===== src/rtl/ctrl_pkg.sv =====
// ctrl_pkg: shared types and constants for the RV32 decode controller.
// Holds the opcode constants, the control-field enums, the registered
// control bundle struct and a helper that builds the bubble bundle.
package ctrl_pkg;

  // Major opcodes (instr[6:0])
  localparam logic [6:0] OPC_LOAD     = 7'b0000011;
  localparam logic [6:0] OPC_MISC_MEM = 7'b0001111;
  localparam logic [6:0] OPC_OP_IMM   = 7'b0010011;
  localparam logic [6:0] OPC_AUIPC    = 7'b0010111;
  localparam logic [6:0] OPC_STORE    = 7'b0100011;
  localparam logic [6:0] OPC_OP       = 7'b0110011;
  localparam logic [6:0] OPC_LUI      = 7'b0110111;
  localparam logic [6:0] OPC_BRANCH   = 7'b1100011;
  localparam logic [6:0] OPC_JALR     = 7'b1100111;
  localparam logic [6:0] OPC_JAL      = 7'b1101111;
  localparam logic [6:0] OPC_SYSTEM   = 7'b1110011;

  // funct7 classes for register-register ops
  localparam logic [6:0] F7_BASE   = 7'b0000000;
  localparam logic [6:0] F7_ALT    = 7'b0100000;
  localparam logic [6:0] F7_MULDIV = 7'b0000001;

  // SYSTEM immediates for the privileged instructions
  localparam logic [11:0] IMM_MRET  = 12'h302;
  localparam logic [11:0] IMM_ECALL = 12'h000;

  // Mul/div cycle counter
  localparam int MD_CNT_W = 16;
  localparam logic [MD_CNT_W-1:0] MD_CNT_ZERO = {MD_CNT_W{1'b0}};
  localparam logic [MD_CNT_W-1:0] MD_CNT_ONE  = {{(MD_CNT_W-1){1'b0}}, 1'b1};

  typedef enum logic [4:0] {
    ALU_ADD    = 5'h00, ALU_SUB  = 5'h01, ALU_SLL    = 5'h02, ALU_SLT   = 5'h03,
    ALU_SLTU   = 5'h04, ALU_XOR  = 5'h05, ALU_SRL    = 5'h06, ALU_SRA   = 5'h07,
    ALU_OR     = 5'h08, ALU_AND  = 5'h09, ALU_PASS_B = 5'h0A, ALU_MUL   = 5'h0B,
    ALU_MULH   = 5'h0C, ALU_MULHSU = 5'h0D, ALU_MULHU = 5'h0E, ALU_DIV  = 5'h0F,
    ALU_DIVU   = 5'h10, ALU_REM  = 5'h11, ALU_REMU   = 5'h12
  } aluop_e;

  // BR_NONE/BR_JUMP sit above the branch codes so the six conditions stay distinct
  typedef enum logic [2:0] {
    BR_EQ = 3'b000, BR_NE = 3'b001, BR_LT = 3'b010, BR_GE = 3'b011,
    BR_LTU = 3'b100, BR_GEU = 3'b101, BR_NONE = 3'b110, BR_JUMP = 3'b111
  } br_type_e;

  // Encoded identically to the load/store funct3 field
  typedef enum logic [2:0] {
    MEM_B = 3'b000, MEM_H = 3'b001, MEM_W = 3'b010, MEM_BU = 3'b100, MEM_HU = 3'b101
  } mem_type_e;

  typedef enum logic [1:0] {
    WB_ALU = 2'b00, WB_MEM = 2'b01, WB_PC4 = 2'b10, WB_CSR = 2'b11
  } sel_wb_e;

  typedef enum logic [2:0] {
    IMM_I = 3'b000, IMM_S = 3'b001, IMM_B = 3'b010, IMM_U = 3'b011,
    IMM_J = 3'b100, IMM_Z = 3'b101
  } imm_type_e;

  // Matches funct3[1:0] of the CSR instructions
  typedef enum logic [1:0] {
    CSR_NONE = 2'b00, CSR_WRITE = 2'b01, CSR_SET = 2'b10, CSR_CLEAR = 2'b11
  } csr_op_e;

  typedef enum logic {
    ST_RUN = 1'b0, ST_MD_WAIT = 1'b1
  } pipe_state_e;

  typedef struct packed {
    logic      rf_en;
    logic      rd_en;
    logic      wr_en;
    logic      sel_opr_a;
    logic      sel_opr_b;
    aluop_e    aluop;
    br_type_e  br_type;
    mem_type_e mem_type;
    sel_wb_e   sel_wb;
    imm_type_e imm_type;
    logic      csr_rd;
    logic      csr_wr;
    csr_op_e   csr_op;
    logic      is_mret;
    logic      is_ecall;
    logic      illegal;
  } ctrl_bundle_t;

  // Bundle with every enable off and no branch: used for bubbles, reset and illegal
  function automatic ctrl_bundle_t bubble_bundle();
    ctrl_bundle_t b;
    b.rf_en     = 1'b0;
    b.rd_en     = 1'b0;
    b.wr_en     = 1'b0;
    b.sel_opr_a = 1'b0;
    b.sel_opr_b = 1'b0;
    b.aluop     = ALU_ADD;
    b.br_type   = BR_NONE;
    b.mem_type  = MEM_B;
    b.sel_wb    = WB_ALU;
    b.imm_type  = IMM_I;
    b.csr_rd    = 1'b0;
    b.csr_wr    = 1'b0;
    b.csr_op    = CSR_NONE;
    b.is_mret   = 1'b0;
    b.is_ecall  = 1'b0;
    b.illegal   = 1'b0;
    return b;
  endfunction

endpackage


===== src/rtl/rv_ctrl_decode.sv =====
// rv_ctrl_decode: purely combinational RV32I/Zicsr/RV32M instruction decoder.
// Ports:
//   instr_i     - 32-bit instruction
//   ctrl_o      - decoded control bundle (illegal encodings give the bubble
//                 bundle with illegal=1)
//   is_md_o     - instruction is a legal RV32M op
//   md_cycles_o - execute cycles the M op occupies (0 when not an M op)
module rv_ctrl_decode
  import ctrl_pkg::*;
#(
  parameter bit          ENABLE_M   = 1'b1,
  parameter int unsigned MUL_CYCLES = 1,
  parameter int unsigned DIV_CYCLES = 33
) (
  input  logic [31:0]         instr_i,
  output ctrl_bundle_t        ctrl_o,
  output logic                is_md_o,
  output logic [MD_CNT_W-1:0] md_cycles_o
);

  logic [6:0]          opcode_s;
  logic [2:0]          funct3_s;
  logic [6:0]          funct7_s;
  logic [4:0]          rd_s;
  logic [4:0]          rs1_s;
  logic [11:0]         imm12_s;
  ctrl_bundle_t        dec_s;
  logic                illegal_s;
  logic                is_md_s;
  logic [MD_CNT_W-1:0] md_cycles_s;

  assign opcode_s = instr_i[6:0];
  assign rd_s     = instr_i[11:7];
  assign funct3_s = instr_i[14:12];
  assign rs1_s    = instr_i[19:15];
  assign funct7_s = instr_i[31:25];
  assign imm12_s  = instr_i[31:20];

  // Base ALU op selected by funct3 (ADD/SRL variants; SUB/SRA handled by caller)
  function automatic aluop_e base_aluop(input logic [2:0] f3);
    case (f3)
      3'b000:  return ALU_ADD;
      3'b001:  return ALU_SLL;
      3'b010:  return ALU_SLT;
      3'b011:  return ALU_SLTU;
      3'b100:  return ALU_XOR;
      3'b101:  return ALU_SRL;
      3'b110:  return ALU_OR;
      3'b111:  return ALU_AND;
      default: return ALU_ADD;
    endcase
  endfunction

  // RV32M op selected by funct3
  function automatic aluop_e md_aluop(input logic [2:0] f3);
    case (f3)
      3'b000:  return ALU_MUL;
      3'b001:  return ALU_MULH;
      3'b010:  return ALU_MULHSU;
      3'b011:  return ALU_MULHU;
      3'b100:  return ALU_DIV;
      3'b101:  return ALU_DIVU;
      3'b110:  return ALU_REM;
      3'b111:  return ALU_REMU;
      default: return ALU_MUL;
    endcase
  endfunction

  // Field decode per opcode; flags any undefined encoding
  always_comb begin
    dec_s       = bubble_bundle();
    illegal_s   = 1'b0;
    is_md_s     = 1'b0;
    md_cycles_s = MD_CNT_ZERO;
    case (opcode_s)
      OPC_OP: begin
        dec_s.rf_en = 1'b1;
        case (funct7_s)
          F7_BASE: dec_s.aluop = base_aluop(funct3_s);
          F7_ALT: begin
            case (funct3_s)
              3'b000:  dec_s.aluop = ALU_SUB;
              3'b101:  dec_s.aluop = ALU_SRA;
              default: illegal_s = 1'b1;
            endcase
          end
          F7_MULDIV: begin
            if (ENABLE_M) begin
              dec_s.aluop = md_aluop(funct3_s);
              is_md_s     = 1'b1;
              // funct3[2] splits MUL* from DIV/REM*
              md_cycles_s = funct3_s[2] ? MD_CNT_W'(DIV_CYCLES) : MD_CNT_W'(MUL_CYCLES);
            end else begin
              illegal_s = 1'b1;
            end
          end
          default: illegal_s = 1'b1;
        endcase
      end
      OPC_OP_IMM: begin
        dec_s.rf_en     = 1'b1;
        dec_s.sel_opr_b = 1'b1;
        dec_s.imm_type  = IMM_I;
        case (funct3_s)
          3'b001: begin
            if (funct7_s == F7_BASE) begin
              dec_s.aluop = ALU_SLL;
            end else begin
              illegal_s = 1'b1;
            end
          end
          3'b101: begin
            if (funct7_s == F7_BASE) begin
              dec_s.aluop = ALU_SRL;
            end else if (funct7_s == F7_ALT) begin
              dec_s.aluop = ALU_SRA;
            end else begin
              illegal_s = 1'b1;
            end
          end
          default: dec_s.aluop = base_aluop(funct3_s);
        endcase
      end
      OPC_LOAD: begin
        case (funct3_s)
          3'b000, 3'b001, 3'b010, 3'b100, 3'b101: begin
            dec_s.rf_en     = 1'b1;
            dec_s.rd_en     = 1'b1;
            dec_s.sel_opr_b = 1'b1;
            dec_s.imm_type  = IMM_I;
            dec_s.sel_wb    = WB_MEM;
            dec_s.mem_type  = mem_type_e'(funct3_s);
          end
          default: illegal_s = 1'b1;
        endcase
      end
      OPC_STORE: begin
        case (funct3_s)
          3'b000, 3'b001, 3'b010: begin
            dec_s.wr_en     = 1'b1;
            dec_s.sel_opr_b = 1'b1;
            dec_s.imm_type  = IMM_S;
            dec_s.mem_type  = mem_type_e'(funct3_s);
          end
          default: illegal_s = 1'b1;
        endcase
      end
      OPC_BRANCH: begin
        // Operand A is the PC so the ALU forms the branch target
        dec_s.sel_opr_a = 1'b1;
        dec_s.sel_opr_b = 1'b1;
        dec_s.imm_type  = IMM_B;
        case (funct3_s)
          3'b000:  dec_s.br_type = BR_EQ;
          3'b001:  dec_s.br_type = BR_NE;
          3'b100:  dec_s.br_type = BR_LT;
          3'b101:  dec_s.br_type = BR_GE;
          3'b110:  dec_s.br_type = BR_LTU;
          3'b111:  dec_s.br_type = BR_GEU;
          default: illegal_s = 1'b1;
        endcase
      end
      OPC_JAL: begin
        dec_s.rf_en     = 1'b1;
        dec_s.sel_opr_a = 1'b1;
        dec_s.sel_opr_b = 1'b1;
        dec_s.imm_type  = IMM_J;
        dec_s.br_type   = BR_JUMP;
        dec_s.sel_wb    = WB_PC4;
      end
      OPC_JALR: begin
        if (funct3_s == 3'b000) begin
          dec_s.rf_en     = 1'b1;
          dec_s.sel_opr_b = 1'b1;
          dec_s.imm_type  = IMM_I;
          dec_s.br_type   = BR_JUMP;
          dec_s.sel_wb    = WB_PC4;
        end else begin
          illegal_s = 1'b1;
        end
      end
      OPC_LUI: begin
        dec_s.rf_en     = 1'b1;
        dec_s.sel_opr_b = 1'b1;
        dec_s.imm_type  = IMM_U;
        dec_s.aluop     = ALU_PASS_B;
      end
      OPC_AUIPC: begin
        dec_s.rf_en     = 1'b1;
        dec_s.sel_opr_a = 1'b1;
        dec_s.sel_opr_b = 1'b1;
        dec_s.imm_type  = IMM_U;
      end
      OPC_MISC_MEM: begin
        // FENCE: no ordering hazards exist in this in-order core, decode as a no-op
        dec_s.br_type = BR_NONE;
      end
      OPC_SYSTEM: begin
        case (funct3_s)
          3'b000: begin
            if (imm12_s == IMM_MRET) begin
              dec_s.is_mret = 1'b1;
            end else if (imm12_s == IMM_ECALL) begin
              dec_s.is_ecall = 1'b1;
            end else begin
              illegal_s = 1'b1;
            end
          end
          3'b001, 3'b010, 3'b011, 3'b101, 3'b110, 3'b111: begin
            dec_s.rf_en     = 1'b1;
            dec_s.sel_wb    = WB_CSR;
            dec_s.csr_op    = csr_op_e'(funct3_s[1:0]);
            dec_s.sel_opr_a = funct3_s[2];
            dec_s.imm_type  = funct3_s[2] ? IMM_Z : IMM_I;
            dec_s.csr_rd    = (rd_s != 5'd0);
            // Set/clear with a zero mask must not write (no side effects)
            dec_s.csr_wr    = (funct3_s[1:0] == 2'b01) || (rs1_s != 5'd0);
          end
          default: illegal_s = 1'b1;
        endcase
      end
      default: illegal_s = 1'b1;
    endcase
  end

  // Illegal encodings collapse to the bubble bundle with only illegal set
  always_comb begin
    if (illegal_s) begin
      ctrl_o         = bubble_bundle();
      ctrl_o.illegal = 1'b1;
      is_md_o        = 1'b0;
      md_cycles_o    = MD_CNT_ZERO;
    end else begin
      ctrl_o         = dec_s;
      is_md_o        = is_md_s;
      md_cycles_o    = md_cycles_s;
    end
  end

endmodule


===== src/rtl/rv_ctrl_pipe.sv =====
// rv_ctrl_pipe: registers the decoded control bundle into execute and owns
// stall/flush sequencing, including the multi-cycle mul/div wait FSM.
// Ports:
//   clk, rst_n (synchronous, active low)
//   instr_i, instr_valid_i     - instruction from the decode register
//   stall_i                    - downstream hold, freezes all state
//   flush_i                    - kills the held bundle, returns FSM to RUN
//   stall_o                    - hold PC/decode register while a M op runs
//   ctrl_valid_o               - execute bundle is live
//   rf_en_o .. illegal_o       - registered control bundle fields
//   md_start_o                 - one-cycle start pulse to the mul/div unit
module rv_ctrl_pipe
  import ctrl_pkg::*;
#(
  parameter bit          ENABLE_M   = 1'b1,
  parameter int unsigned MUL_CYCLES = 1,
  parameter int unsigned DIV_CYCLES = 33
) (
  input  logic        clk,
  input  logic        rst_n,
  input  logic [31:0] instr_i,
  input  logic        instr_valid_i,
  input  logic        stall_i,
  input  logic        flush_i,
  output logic        stall_o,
  output logic        ctrl_valid_o,
  output logic        rf_en_o,
  output logic        rd_en_o,
  output logic        wr_en_o,
  output logic        sel_opr_a_o,
  output logic        sel_opr_b_o,
  output logic [4:0]  aluop_o,
  output logic [2:0]  br_type_o,
  output logic [2:0]  mem_type_o,
  output logic [1:0]  sel_wb_o,
  output logic [2:0]  imm_type_o,
  output logic        csr_rd_o,
  output logic        csr_wr_o,
  output logic [1:0]  csr_op_o,
  output logic        is_mret_o,
  output logic        is_ecall_o,
  output logic        illegal_o,
  output logic        md_start_o
);

  ctrl_bundle_t        dec_bundle_s;
  logic                dec_is_md_s;
  logic [MD_CNT_W-1:0] dec_cycles_s;

  pipe_state_e         state_r,    state_nxt_s;
  logic [MD_CNT_W-1:0] cnt_r,      cnt_nxt_s;
  ctrl_bundle_t        bundle_r,   bundle_nxt_s;
  logic                valid_r,    valid_nxt_s;
  logic                md_start_r, md_start_nxt_s;

  logic                busy_s;
  logic                accept_s;

  rv_ctrl_decode #(
    .ENABLE_M   (ENABLE_M),
    .MUL_CYCLES (MUL_CYCLES),
    .DIV_CYCLES (DIV_CYCLES)
  ) u_decode (
    .instr_i     (instr_i),
    .ctrl_o      (dec_bundle_s),
    .is_md_o     (dec_is_md_s),
    .md_cycles_o (dec_cycles_s)
  );

  // Busy covers every MD_WAIT cycle but the last, so it depends only on state/cnt
  assign busy_s   = (state_r == ST_MD_WAIT) && (cnt_r != MD_CNT_ZERO);
  assign accept_s = instr_valid_i & ~busy_s & ~stall_i;

  // Next-state logic: flush beats stall, stall beats everything else
  always_comb begin
    state_nxt_s    = state_r;
    cnt_nxt_s      = cnt_r;
    bundle_nxt_s   = bundle_r;
    valid_nxt_s    = valid_r;
    md_start_nxt_s = md_start_r;
    if (flush_i) begin
      state_nxt_s    = ST_RUN;
      cnt_nxt_s      = MD_CNT_ZERO;
      bundle_nxt_s   = bubble_bundle();
      valid_nxt_s    = 1'b0;
      md_start_nxt_s = 1'b0;
    end else if (stall_i) begin
      state_nxt_s    = state_r;
      cnt_nxt_s      = cnt_r;
    end else if (busy_s) begin
      // M op still running: keep its bundle, count down, start pulse is over
      cnt_nxt_s      = cnt_r - MD_CNT_ONE;
      md_start_nxt_s = 1'b0;
    end else begin
      md_start_nxt_s = accept_s & dec_is_md_s;
      if (accept_s) begin
        bundle_nxt_s = dec_bundle_s;
        valid_nxt_s  = 1'b1;
        if (dec_is_md_s && (dec_cycles_s > MD_CNT_ONE)) begin
          state_nxt_s = ST_MD_WAIT;
          cnt_nxt_s   = dec_cycles_s - MD_CNT_ONE;
        end else begin
          state_nxt_s = ST_RUN;
          cnt_nxt_s   = MD_CNT_ZERO;
        end
      end else begin
        bundle_nxt_s = bubble_bundle();
        valid_nxt_s  = 1'b0;
        state_nxt_s  = ST_RUN;
        cnt_nxt_s    = MD_CNT_ZERO;
      end
    end
  end

  // State, counter and execute bundle registers with synchronous reset
  always_ff @(posedge clk) begin
    if (!rst_n) begin
      state_r    <= ST_RUN;
      cnt_r      <= MD_CNT_ZERO;
      bundle_r   <= bubble_bundle();
      valid_r    <= 1'b0;
      md_start_r <= 1'b0;
    end else begin
      state_r    <= state_nxt_s;
      cnt_r      <= cnt_nxt_s;
      bundle_r   <= bundle_nxt_s;
      valid_r    <= valid_nxt_s;
      md_start_r <= md_start_nxt_s;
    end
  end

  assign stall_o      = busy_s;
  assign ctrl_valid_o = valid_r;
  // Writeback only in the last M-op cycle, and a flush in that cycle cancels it
  assign rf_en_o      = bundle_r.rf_en & ~busy_s & ~((state_r == ST_MD_WAIT) & flush_i);
  assign rd_en_o      = bundle_r.rd_en;
  assign wr_en_o      = bundle_r.wr_en;
  assign sel_opr_a_o  = bundle_r.sel_opr_a;
  assign sel_opr_b_o  = bundle_r.sel_opr_b;
  assign aluop_o      = bundle_r.aluop;
  assign br_type_o    = bundle_r.br_type;
  assign mem_type_o   = bundle_r.mem_type;
  assign sel_wb_o     = bundle_r.sel_wb;
  assign imm_type_o   = bundle_r.imm_type;
  assign csr_rd_o     = bundle_r.csr_rd;
  assign csr_wr_o     = bundle_r.csr_wr;
  assign csr_op_o     = bundle_r.csr_op;
  assign is_mret_o    = bundle_r.is_mret;
  assign is_ecall_o   = bundle_r.is_ecall;
  assign illegal_o    = bundle_r.illegal;
  assign md_start_o   = md_start_r;

endmodule


===== config.mk =====
export PLATFORM = sky130hd
export DESIGN_NAME = rv_ctrl_pipe
export DESIGN_NICKNAME = d
export VERILOG_FILES = /design/src/rtl/ctrl_pkg.sv /design/src/rtl/rv_ctrl_decode.sv /design/src/rtl/rv_ctrl_pipe.sv
export SDC_FILE = /design/constraint.sdc
export NUM_CORES = 1
export LEC_CHECK = 0
export ABC_AREA = 1
export ABC_CLOCK_PERIOD_IN_PS = 1900
export CORE_MARGIN = 5
export CORE_UTILIZATION = 40
export CTS_CLUSTER_DIAMETER = 30
export CTS_CLUSTER_SIZE = 8
export DETAILED_ROUTE_END_ITERATION = 10
export GPL_ROUTABILITY_DRIVEN = 0
export PLACE_DENSITY = 0.68
export SYNTH_ARGS = -nofsm -noshare
export SYNTH_HDL_FRONTEND = slang
export SYNTH_SLANG_ARGS = --single-unit
export TNS_END_PERCENT = 1

===== constraint.sdc =====
create_clock -name clk -period 1.9 [get_ports clk]
set_clock_uncertainty 0.1 [all_clocks]
set_input_delay 0.38 -clock clk [delete_from_list [all_inputs] [get_ports clk]]
set_output_delay 0.38 -clock clk [all_outputs]
set_load 0.01 [all_outputs]

Fig. 1: run 1, cell placement
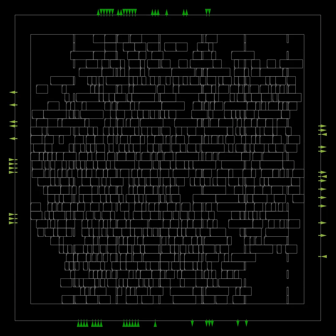
core box area: 7687 um^2
num rows: 32

Fig. 2: run 1, selected gate families
Drawn at 4 px/um.
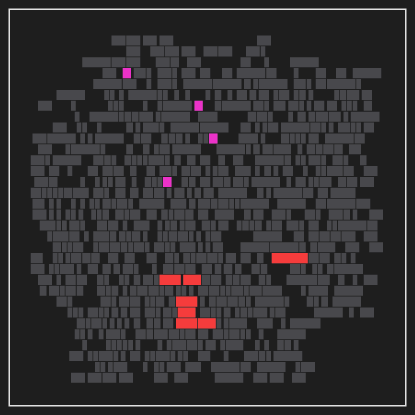
legend:
  red:
    family: adder and majority cells
    cells: 7
    where: bottom middle
  magenta:
    family: AND and OR gates
    cells: 4
    most_used: or2_2

Fig. 3: run 1, I/O nets highlighted
Drawn at 3 px/um.
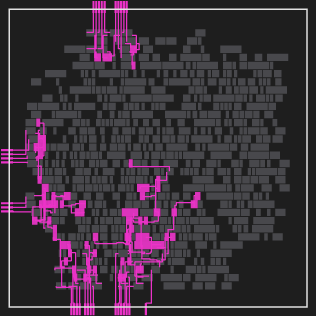
legend:
  magenta:
    port: `instr_i`
    direction: input
    edge: 15 bottom, 10 top, 7 left
    end_cells: 65
    buffers: 44
    wire: 901 um

Fig. 4: run 1, ports around the boundary
Drawn at 4 px/um. Pins as bars across the die edge, other pins in gray.
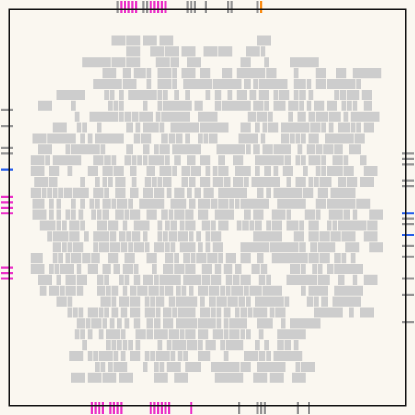
legend:
  magenta:
    port: `instr_i`
    pins: 32
    direction: input
    edge: 15 bottom, 10 top, 7 left
  orange:
    port: `flush_i`
    pins: 1
    direction: input
    edge: top
  blue:
    port: `imm_type_o`
    pins: 3
    direction: output
    edge: 2 right, 1 left
all pins by edge: 21 bottom, 21 top, 14 right, 12 left
overall die width: 98.75 um
# port buffers: 67
height of the die: 98.75 um

==> summary.txt, run 1 <==
Implementation run completed; key figures follow.

CTS:
- The report puts the hold buffer count at CTS at 0.
- The run puts the clock transition time at the flip-flop clock pins of the worst setup and hold paths at around 80 ps.
- The run gives the TritonCTS buffer count as 5.

Detailed routing:
- The run gives the detailed-route vias per instance as 4.778.
- The run gives the number of vias in the routed layout as between 3000 and 4000.

Finish:
- The run gives the most area-hungry cell class in the final design as logic gates.
- The run gives the count of buffers not belonging to the clock network in the layout as about 200.
- The run gives the count of sequential standard cells as roughly 47.
- In the final layout, excluding clock inverters the inverter count is 60.
- The run gives the clock buffer count as 5.
- The run puts the count of multi-input gates at roughly 370.
- Clock tree buffers and inverters occupy between 1.5 and 2% of the routed design's cell area.
- The run puts the post-layout instance count excluding filler cells at ~780.
- The layout summary lists the proportion of cells stronger than drive strength 1 as approximately 29%.

GRT:
- The run puts the first-pass GRT wire length at about 16 mm.
- The run gives the number of antenna violations at the first check in global routing as 0.
- The run puts the fraction of met1 tracks used by global routing at 24.05%.
- After global routing, the most crowded layer is met2.

Floorplan:
- The run puts the fraction of the core area occupied by cells at floorplan at 40.98%.

Worst setup path:
- Per the timing report, the most critical flop-to-flop path finishes at is_ecall_o.
- For the worst reg-to-reg path, the startpoint reported by OpenROAD is cnt_r[1].
- The run gives the number of buffers and inverters on the critical path as 3.
- The worst setup path is launched from a register.
- Looking at the critical path, the single cell with the biggest stage delay is sky130_fd_sc_hd__dfxtp_2.
- Traced cell by cell, the critical path runs through inv_2 > ha_4 > nand3_2 > nor2_1 > nand2_1 > nand2_2 > inv_2 > a211oi_2 > buf_2.
- The run gives the cell depth of the worst flop-to-flop path as 13.
- The run puts the maximum fanout count along the critical path at 2.

Final timing:
- Per the finish-stage timing summary, setup violations number 4.
- The run gives the worst hold slack as about 350 ps.
- The run puts the maximum achievable frequency at approximately 0.5 GHz.
- For reference, the final report shows the max-slew violation count at 0.
- The run puts the slack of the critical path at -75.48 ps.

Synth:
- The stat command in Yosys gives a chip area of between 3000 and 4000 um^2.
- Of the total synthesized cell area, the portion taken by AND-OR and OR-AND cells is between 10% and 20%.
- The run puts the post-synth net total at approximately 540.
- The run gives the post-synthesis share of cell area spent on and, or, nand and nor gates as 40.91%.
- The run gives the post-synth design cell area as 3151 um^2.
- The run gives the number of warning messages in the yosys log as 0.

Worst hold path:
- The run gives the capture endpoint of the worst hold path as sel_opr_b_o.

Job:
- The run gives the number of warnings in the stage logs as 33.

Power and ir drop:
- The share of total power dissipated in sequential elements is between 40% and 50%.
- The run puts the sequential power at around 1000 uW.
- Internal power comes to about 1500 uW.

Outcome:
- The flow ran to the end, but the final reports show violations.
- The final reports fail on negative setup slack.

Place:
- The run puts the number of placed instances, taps included at around 770.
Fig. 5: run 1, cells by drive strength
Drawn at 4 px/um.
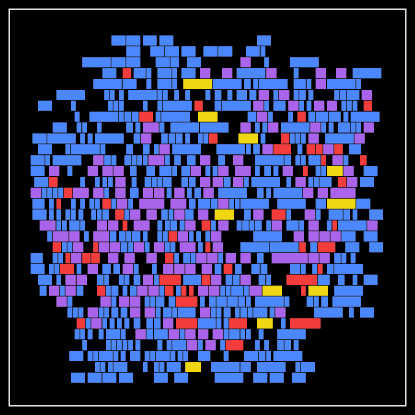

==> run 1 -> run 2 <==
Settings changed: CELL_PAD_IN_SITES_DETAIL_PLACEMENT set to 1, CELL_PAD_IN_SITES_GLOBAL_PLACEMENT set to 1, CORE_UTILIZATION 40 to 32, PLACE_DENSITY 0.68 to unset, PLACE_DENSITY_LB_ADDON set to 0.1.
Fig. 6: run 2, cells by drive strength
Drawn at 4 px/um.
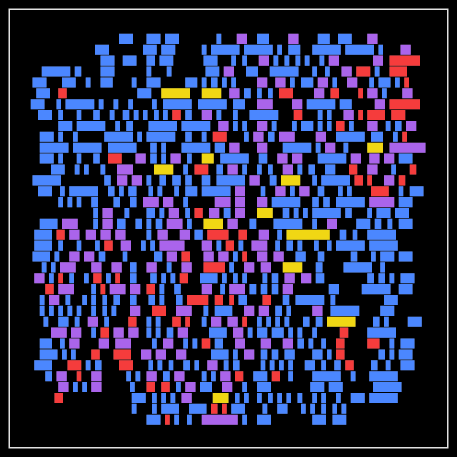
legend:
  purple:
    size: drive 3 to 4
    cells: 138
    share: 21%
  red:
    size: drive 2
    cells: 70
    share: 10%
  blue:
    size: drive 1 or less
    cells: 452
    share: 67%
  yellow:
    size: drive 6 and up
    cells: 12
    share: 1.8%

Fig. 7: run 2, cell placement
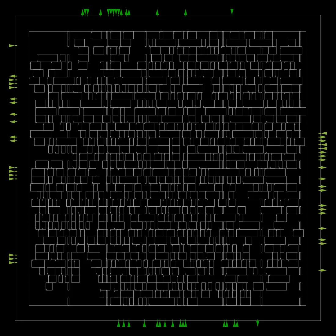
Final Util: 52.76%
core box area: 9684 um^2
number of fill cells in the layout: 1293
num rows: 36

Fig. 8: run 2, I/O nets highlighted
Drawn at 2 px/um.
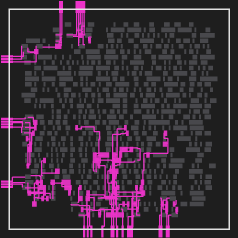
legend:
  magenta:
    port: `instr_i`
    direction: input
    edge: 15 bottom, 10 left, 7 top
    end_cells: 65
    buffers: 43
    wire: 1180 um

==> run 2 against run 1 <==
Against the previous run:
- the run still ends with negative setup slack left
- power up 10%
- largest power group unchanged
- worst setup slack worse by 49 ps
- register-to-register slack hardly changed
- sequential share of layout area down 0.55 points
- non-clock buffer count shrank 7
- sequential power about the same
- hold slack better by 4.8 ps
==> summary.txt, run 2 <==
Implementation run completed; key figures follow.

Outcome:
- The run finished, with violations left.
- The checks that failed: negative setup slack.

Synth:
- The run gives the post-synthesis share of cell area spent on and, or, nand and nor gates as 40.91% (unchanged).
- The run gives the number of warning messages in the yosys log as 0 (unchanged).
- The run gives the post-synth design cell area as 3151 um^2 (unchanged).
- The run puts the post-synth net total at 543 (unchanged).

Finish:
- The count of buffers not belonging to the clock network in the layout was 189 (-3.6%).
- The run puts the count of sequential standard cells at 47 (unchanged).
- The run gives the layout inverter count without the clock tree as 60 (unchanged).
- The count of multi-input gates came to 368 (unchanged).

Final timing:
- The run puts the final setup violation count at 16 (+12).
- The run puts the slack of the critical path at -124.9 ps (-49.44 ps).
- The run puts the maximum achievable frequency at 0.4938 GHz (-2.4%).

Job:
- The run gives the number of warnings in the stage logs as 33 (unchanged).

CTS:
- The TritonCTS buffer count was 5 (unchanged).
- The run gives the clock transition time at the flip-flop clock pins of the worst setup and hold paths as 90 ps (about the same).
- The number of buffers inserted by hold repair at cts was 0 (unchanged).

Place:
- The number of placed instances, taps included was 788 (+2.7%).
- The run gives the tally of buffers added on design ports as 67 (unchanged).

Worst setup path:
- The cell depth of the worst flop-to-flop path was 14 (+1).
- The run gives the slowest cell on the critical path as sky130_fd_sc_hd__dlygate4sd2_1.
- The run puts the number of buffers and inverters on the critical path at 5 (+2).
- STA lists the startpoint of the worst register-to-register path as cnt_r[0].
- STA classifies the critical path startpoint as an input port.
- The report lists the cells along the critical path as dlygate4sd2_1 > inv_2 > ha_2 > inv_1 > nor2_4 > nor2_1 > nand3_1 > nand2_1 > nand2_1 > nand2_1 > inv_1 > nand3_4 > nor2_4 > nand2_1 > nand2_1 > inv_1.

Detailed routing:
- The run puts the detailed-route vias per instance at 4.747 (-0.66%).

Floorplan:
- The run puts the die span in x at 109.2 um (+11%).

GRT:
- Per the GRT log, the top usage layer is met2.
- The first-pass GRT wire length was 18.84 mm (+20%).
Power is estimated from default activity; no workload was simulated.
